Cells by drive strength:
(4 px per µm)
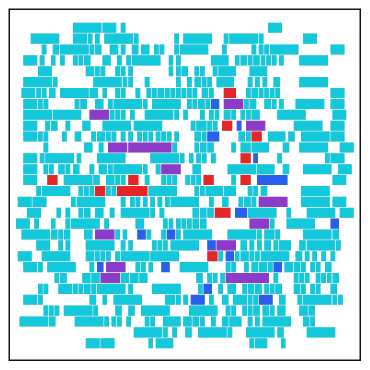
Metal 1:
(6 px per µm) Supply wires on this layer in grey.
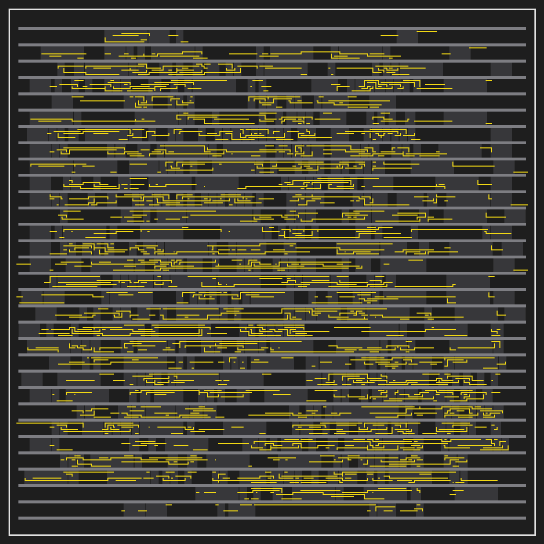
Design seg7_scan_driver, sky130hd; sources not shown.
==> results.json <==
{
  "grt_overflow": 0,
  "p_seq_share_pct": 50.2,
  "place_area_mm2": 0.00396,
  "pin_count": 38,
  "dr_wl_met2_um": 2900,
  "timing.setup.critical_path_class": "flip-flop to flip-flop",
  "yosysTopAreaCell": "dfxtp_1",
  "top_power_group": "sequential cells",
  "cts-resized-gates": 1,
  "post_synth_tally_of_flip_flops_with_integrated_enable": 0,
  "synthesis.area_mm2": 0.00350,
  "synth_stat.cells": 520,
  "met1Wirelength_um": 3740,
  "max_freq_mhz": 628,
  "fraction_of_layout_instances_using_a_drive_strength_above_1_pct": 7.50,
  "tightest_slew_ps": 433,
  "final_period_minus_worst_setup_slack_ps": 1590,
  "cts_buffer_depth": 2,
  "chip_area_mm2": 0.00764,
  "avgSynthCellArea_um2": 6.73,
  "power_switching_share_pct": 22.3,
  "hold_ws_ps": 484,
  "result_of_the_run": "complete, no violations",
  "grt_setup_unrepaired": "yes",
  "drtIter0Drc": 140,
  "met3_wirelength_um": 301,
  "dr.max_layer_used": "met4",
  "synthTopCellsByArea": "dfxtp_1 41%, nand2_1 14%, inv_1 9.1%",
  "synth.ff_latch_count": 72,
  "clock_net_power_mw": 1.37,
  "lay_top_count": "nand2_1",
  "p_switching_mw": 0.717,
  "worst-path-max-fanout": 20,
  "startpoint_type": "flip-flop",
  "detailedRoute.firstPassIterationCount": 4,
  "dp.cells": 641,
  "yosysWarnings": 0
}
About 'cells by drive strength':
cyan -> drive 1 or less  # cells 518, share 93%
blue -> drive 2  # cells 17, share 3.0%
red -> drive 3 to 4  # cells 12, share 2.1%
purple -> drive 6 and up  # cells 13, share 2.3%
area of all placed cells without fillers: 0.00419 mm²
Non-Clock Buffer Count: 46
area delta synth->final: 19.7%
final critical-path setup slack: 257 ps

About 'metal 1':
longest straight run = 31.3 µm
wire length on this layer = 3,740 µm
share of all routed wire = 53%
main direction = horizontal
nets with wire on the layer = 541
fraction of met1 tracks used by global routing: 31.0%
number of vias in the routed layout: 3,086
drt total wl: 7080 µm

-- final cells by class --
| cell class | count | area, µm² | share of cell area (%) |
|---|---|---|---|
| clock inverters | 5 | 81.3 | 1.94 |
| well taps | 96 | 120 | 2.87 |
| flip-flops and latches | 72 | 1440 | 34.4 |
| repair buffers | 46 | 450 | 10.7 |
| inverters | 89 | 334 | 7.97 |
| clock buffers | 10 | 138 | 3.28 |
| multi-input cells | 338 | 1620 | 38.8 |
-- cell families after synthesis --
family	after synthesis	share of synthesized area [%]
compound gates	46	6.83
xor+xnor	4	1.00
simple gates	278	34.6
flops	72	41.2
buf+inv	110	12.9
fa+ha+maj	10	3.57
-- worst max-delay path, stage by stage (launching register included) --
cell and delay (ps):
dfxtp_1 400, ha_1 220, nand3_2 110, nor2_2 220, nand4_4 300, nand2_1 140, inv_1 50, nor2_2 90
